$ cat config.mk
export PLATFORM = sky130hd
export DESIGN_NAME = instr_prefetch_unit
export DESIGN_NICKNAME = d
export VERILOG_FILES = /design/src/rtl/proc_pkg.sv /design/src/rtl/pfu_fifo.sv /design/src/rtl/instr_prefetch_unit.sv
export SDC_FILE = /design/constraint.sdc
export NUM_CORES = 1
export LEC_CHECK = 0
export CELL_PAD_IN_SITES_DETAIL_PLACEMENT = 1
export CELL_PAD_IN_SITES_GLOBAL_PLACEMENT = 1
export CORE_MARGIN = 3
export CORE_UTILIZATION = 25
export CTS_CLUSTER_DIAMETER = 40
export DETAILED_ROUTE_END_ITERATION = 8
export GPL_ROUTABILITY_DRIVEN = 0
export PLACE_DENSITY = 0.54
export SYNTH_ARGS = -nofsm -noshare
export SYNTH_HDL_FRONTEND = slang
export SYNTH_HIERARCHICAL = 1
export SYNTH_SLANG_ARGS = --single-unit
$ cat constraint.sdc
create_clock -name clk -period 2.2 [get_ports clk]
set_input_delay 0.22 -clock clk [delete_from_list [all_inputs] [get_ports clk]]
set_output_delay 0.22 -clock clk [all_outputs]
set_load 0.05 [all_outputs]
$ cat src/rtl/proc_pkg.sv
// proc_pkg: shared fetch-path constants, byte-state enum and fetch entry struct
package proc_pkg;
   localparam int INST_W  = 32;
   localparam int BYTE_W  = 8;
   localparam int PC_STEP = 4;
   typedef enum logic [1:0] {B0, B1, B2, B3} byte_state_e;
   typedef struct packed {
      logic [INST_W-1:0] pc;
      logic [INST_W-1:0] word;
   } fetch_entry_t;
endpackage

$ cat src/rtl/pfu_fifo.sv
// pfu_fifo: DEPTH-entry queue of {pc, word} fetch entries with push/pop/flush.
//  clk, rst_n       clock, async active-low reset
//  push_i, pop_i    enqueue din_i / dequeue head (both allowed in one edge)
//  flush_i          empties the queue, overrides push and pop
//  din_i, dout_o    entry in / head entry out
//  full_o, empty_o, count_o  occupancy status
module pfu_fifo
   import proc_pkg::*;
#(
   parameter int DEPTH = 4
) (
   input  logic                    clk,
   input  logic                    rst_n,
   input  logic                    push_i,
   input  logic                    pop_i,
   input  logic                    flush_i,
   input  fetch_entry_t            din_i,
   output fetch_entry_t            dout_o,
   output logic                    full_o,
   output logic                    empty_o,
   output logic [$clog2(DEPTH):0]  count_o
);
   localparam int AW = $clog2(DEPTH);
   fetch_entry_t  mem_q [DEPTH];
   logic [AW-1:0] wr_q, rd_q;
   logic [AW:0]   cnt_q;
   always_ff @(posedge clk or negedge rst_n) begin
      if (!rst_n) begin
         for (int i = 0; i < DEPTH; i++) mem_q[i] <= '0;
         wr_q  <= '0;
         rd_q  <= '0;
         cnt_q <= '0;
      end else if (flush_i) begin
         wr_q  <= '0;
         rd_q  <= '0;
         cnt_q <= '0;
      end else begin
         if (push_i) begin
            mem_q[wr_q] <= din_i;
            wr_q        <= wr_q + AW'(1);
         end
         if (pop_i) rd_q <= rd_q + AW'(1);
         cnt_q <= cnt_q + (AW+1)'(push_i) - (AW+1)'(pop_i);
      end
   end
   assign dout_o  = mem_q[rd_q];
   assign full_o  = cnt_q == (AW+1)'(DEPTH);
   assign empty_o = cnt_q == '0;
   assign count_o = cnt_q;
endmodule

$ cat src/rtl/instr_prefetch_unit.sv
// instr_prefetch_unit: fetches big-endian 4-byte words one byte per cycle and queues {pc, word} for decode.
//  clk, rst_n                 clock, async active-low reset
//  imem_rd, imem_addr         byte read strobe and address
//  imem_data                  byte returned in the same cycle
//  redirect, redirect_pc      flush the queue and restart at redirect_pc (word aligned)
//  inst_valid/inst/inst_pc    queue head, consumed when inst_ready is high
//  q_count                    queued entries
//  PFU_STATS_EN defined: adds saturating stall_cnt and redirect_cnt outputs
module instr_prefetch_unit
   import proc_pkg::*;
#(
   parameter int          DEPTH    = 4,
   parameter int          ADDR_W   = 5,
   parameter logic [31:0] RESET_PC = '0
) (
   input  logic                    clk,
   input  logic                    rst_n,
   output logic                    imem_rd,
   output logic [ADDR_W-1:0]       imem_addr,
   input  logic [BYTE_W-1:0]       imem_data,
   input  logic                    redirect,
   input  logic [INST_W-1:0]       redirect_pc,
   output logic                    inst_valid,
   output logic [INST_W-1:0]       inst,
   output logic [INST_W-1:0]       inst_pc,
   input  logic                    inst_ready,
   output logic [$clog2(DEPTH):0]  q_count
`ifdef PFU_STATS_EN
   ,
   output logic [31:0]             stall_cnt,
   output logic [31:0]             redirect_cnt
`endif
);
   byte_state_e       state_q, state_d;
   logic [INST_W-1:0] pc_q, pc_d, word_q, word_d, word_nxt;
   logic [1:0]        k;
   logic              stall, push, pop, full, empty;
   fetch_entry_t      din, head;
   assign stall     = full && !(inst_valid && inst_ready);
   assign imem_rd   = rst_n && !stall;
   assign k         = state_q;
   assign imem_addr = pc_q[ADDR_W-1:0] + ADDR_W'(k);
   // byte k lands at bit 8*(3-k); for a 2-bit k, 3-k is simply ~k
   assign word_nxt  = word_q | (INST_W'(imem_data) << {~k, 3'b000});
   assign push      = imem_rd && state_q == B3 && !redirect;
   assign pop       = inst_valid && inst_ready && !redirect;
   assign din       = '{pc: pc_q, word: word_nxt};
   always_comb begin
      state_d = state_q;
      pc_d    = pc_q;
      word_d  = word_q;
      if (redirect) begin
         state_d = B0;
         pc_d    = redirect_pc & ~32'd3;
         word_d  = '0;
      end else if (!stall) begin
         state_d = byte_state_e'(k + 2'd1);
         word_d  = (state_q == B3) ? '0 : word_nxt;
         pc_d    = (state_q == B3) ? pc_q + 32'(PC_STEP) : pc_q;
      end
   end
   always_ff @(posedge clk or negedge rst_n) begin
      if (!rst_n) begin
         state_q <= B0;
         pc_q    <= RESET_PC;
         word_q  <= '0;
      end else begin
         state_q <= state_d;
         pc_q    <= pc_d;
         word_q  <= word_d;
      end
   end
   pfu_fifo #(.DEPTH(DEPTH)) u_fifo (
      .clk     (clk),
      .rst_n   (rst_n),
      .push_i  (push),
      .pop_i   (pop),
      .flush_i (redirect),
      .din_i   (din),
      .dout_o  (head),
      .full_o  (full),
      .empty_o (empty),
      .count_o (q_count)
   );
   assign inst_valid = !empty;
   assign inst       = head.word;
   assign inst_pc    = head.pc;
`ifdef PFU_STATS_EN
   always_ff @(posedge clk or negedge rst_n) begin
      if (!rst_n) begin
         stall_cnt    <= '0;
         redirect_cnt <= '0;
      end else begin
         if (stall && stall_cnt != '1) stall_cnt <= stall_cnt + 32'd1;
         if (redirect && redirect_cnt != '1) redirect_cnt <= redirect_cnt + 32'd1;
      end
   end
`endif
endmodule

==> images/port_nets.png <==
(1.5 px per micron)
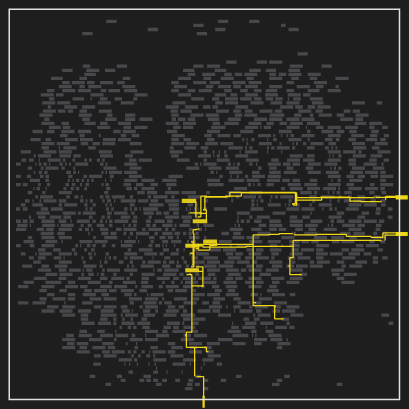
legend:
  `imem_addr`:
    color: yellow
    bits: 5
    direction: output
    end_cells: 5
    buffers: 10
    wire: 959 microns

==> images/pins.png <==
(1 px per micron) Pins as bars across the die edge, other pins in gray.
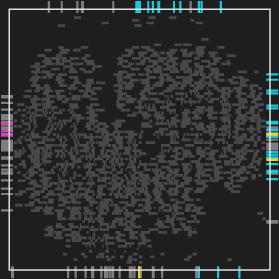
legend:
  `imem_addr`:
    color: yellow
    pins: 5
    direction: output
    edge: 4 right, 1 bottom
  `q_count`:
    color: magenta
    pins: 3
    direction: output
    edge: left
  `inst`:
    color: cyan
    pins: 32
    direction: output
    edge: 17 right, 12 top, 3 bottom
all pins by edge: 35 left, 33 right, 31 bottom, 19 top

==> images/final_congestion.png <==
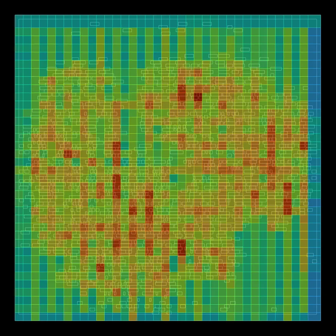
Most Used Layer, Global Route: met2
grt met1 use: 20.2%
detailed-route wire length per cell: 22.8 microns
final core utilization: 35.3%

==> flow_summary.yaml <==
# implementation run metrics
global_route:
  antenna_found_initial: 0
  grt-ovfl-total: 0
  grt_use_met3_pct: 2.40
  grt_pass1_wl_mm: 73.3
synth:
  synth_cells: 1056
  ys_sh_aoi_pct: 5.44
  top_area_share_pct: 51.1
  synth-async-reset-ratio_pct: 100
  synth.yosys.warnings: 6
  xor_area_share_pct: 0.687
  top_area_cell: "dfrtp_1"
  edf_count: 0
  synthFlopType: "dfrtp_1"
  top_cell: "dfrtp_1"
power:
  comb_power_share_pct: 31.8
  switching_share_pct: 32.9
  p_clk_mw: 9.23
  power_frac_seq_pct: 29.7
outcome:
  violations: "negative setup slack"
  outcome: "finished, violations left"
cells_and_area:
  combGateArea_sq_um: 7410
  regArea_sq_um: 8200
  postLayoutCellArea_sq_um: 22300
  buffers_excl_clock: 256
  largest_reg_flops: 256
  logic_gate_count: 648
  fillers: 6495
  diodes: 0
  comb-cell-share_pct: 33.2
  inverters: 13
  area_dominant_class: "sequential cells"
  final_layout_size_suffix_gt1_share_pct: 49.0
sta:
  final-setup-viol-count: 78
  worstMarginPinSlew_ns: 0.890
  fin_ws_ns: -0.200
  fmax_ghz: 0.417
  fin_tns_setup_ns: -8.74
  rsz0062_at_grt: "yes"
  min_period_ns: 2.40
detailed_routing:
  ant_nets: 0
  met3WireLength_mm: 2.43
  dr_wl_met2_mm: 22.8
  dr.pass1.iters: 4
clock_network:
  clockBufferDepth: 3
  clock-sinks: 327
  clk_pin_slew_ns: 0.05
  clk_latency_ns: 0.60
die:
  die_h_microns: 259
  row_count: 92
  fp.coreArea_sq_um: 63200
  initCoreUtil_pct: 25.4
worst_setup_path:
  path_depth: 4
  worst_ep_arrival_time_ns: 2.18
  cpPeakStageDelay_ns: 0.57
  crit_buf_inv: 3
  path_max_fanout: 8
  crit_start: "u_fifo/rd_q[0]"
  end_kind: "primary output"
  regToRegStartpoint: "u_fifo/count_o[2]"
  path_class: "flip-flop to primary output"
  setup.worst_path.start_class: "flip-flop"
placed_design:
  hpwl_mm: 28.4
  placed_cell_area_sq_um: 18700
worst_hold_path:
  min_to: "u_fifo/rd_q[0]"
  hold_class: "input port to flip-flop"
==> images/registers.png <==
(1 px per micron)
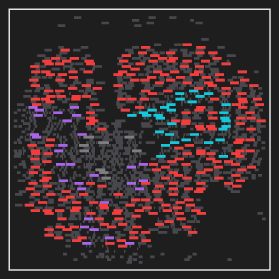
legend:
  `pc_q`:
    color: purple
    sequential_cells: 30
  `word_q`:
    color: cyan
    sequential_cells: 32
  `u_fifo/mem_q`:
    color: red
    sequential_cells: 256

==> images/metal_stack.png <==
(1.5 px per micron)
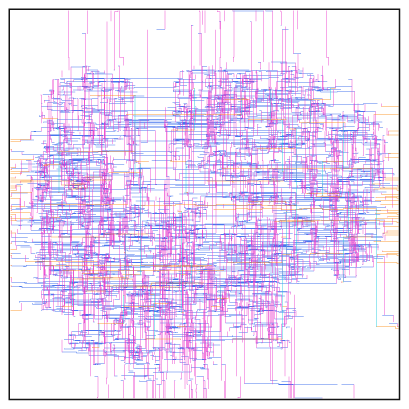
legend:
  met3:
    color: orange
    wire_length: 2430 microns
  met1:
    color: blue
    wire_length: 24.1 mm
  met4:
    color: cyan
    wire_length: 892 microns
  met2:
    color: magenta
    wire_length: 22.8 mm

metrics by stage:
| step | hold WS [ns] | power (mW) | setup slack (ns) | util [%] | cells |
|---|---|---|---|---|---|
| 4_1_cts | 0.0668 | 24.1 | -0.246 | 33.9 | 2159 |
| 5_1_grt | 0.149 | 25.1 | -0.269 | 35.3 | 2202 |
| 3_3_place_gp | 0.359 | 14.1 | -0.122 | 29.7 | 2023 |
| 3_5_place_dp | 0.365 | 14.2 | -0.163 | 29.7 | 2023 |
| 6_report | 0.144 | 24.0 | -0.200 | 35.3 | 2202 |
| 2_1_floorplan | -0.0756 | 11.4 | -0.245 | - | 1063 |
Power is estimated from default activity; no workload was simulated.
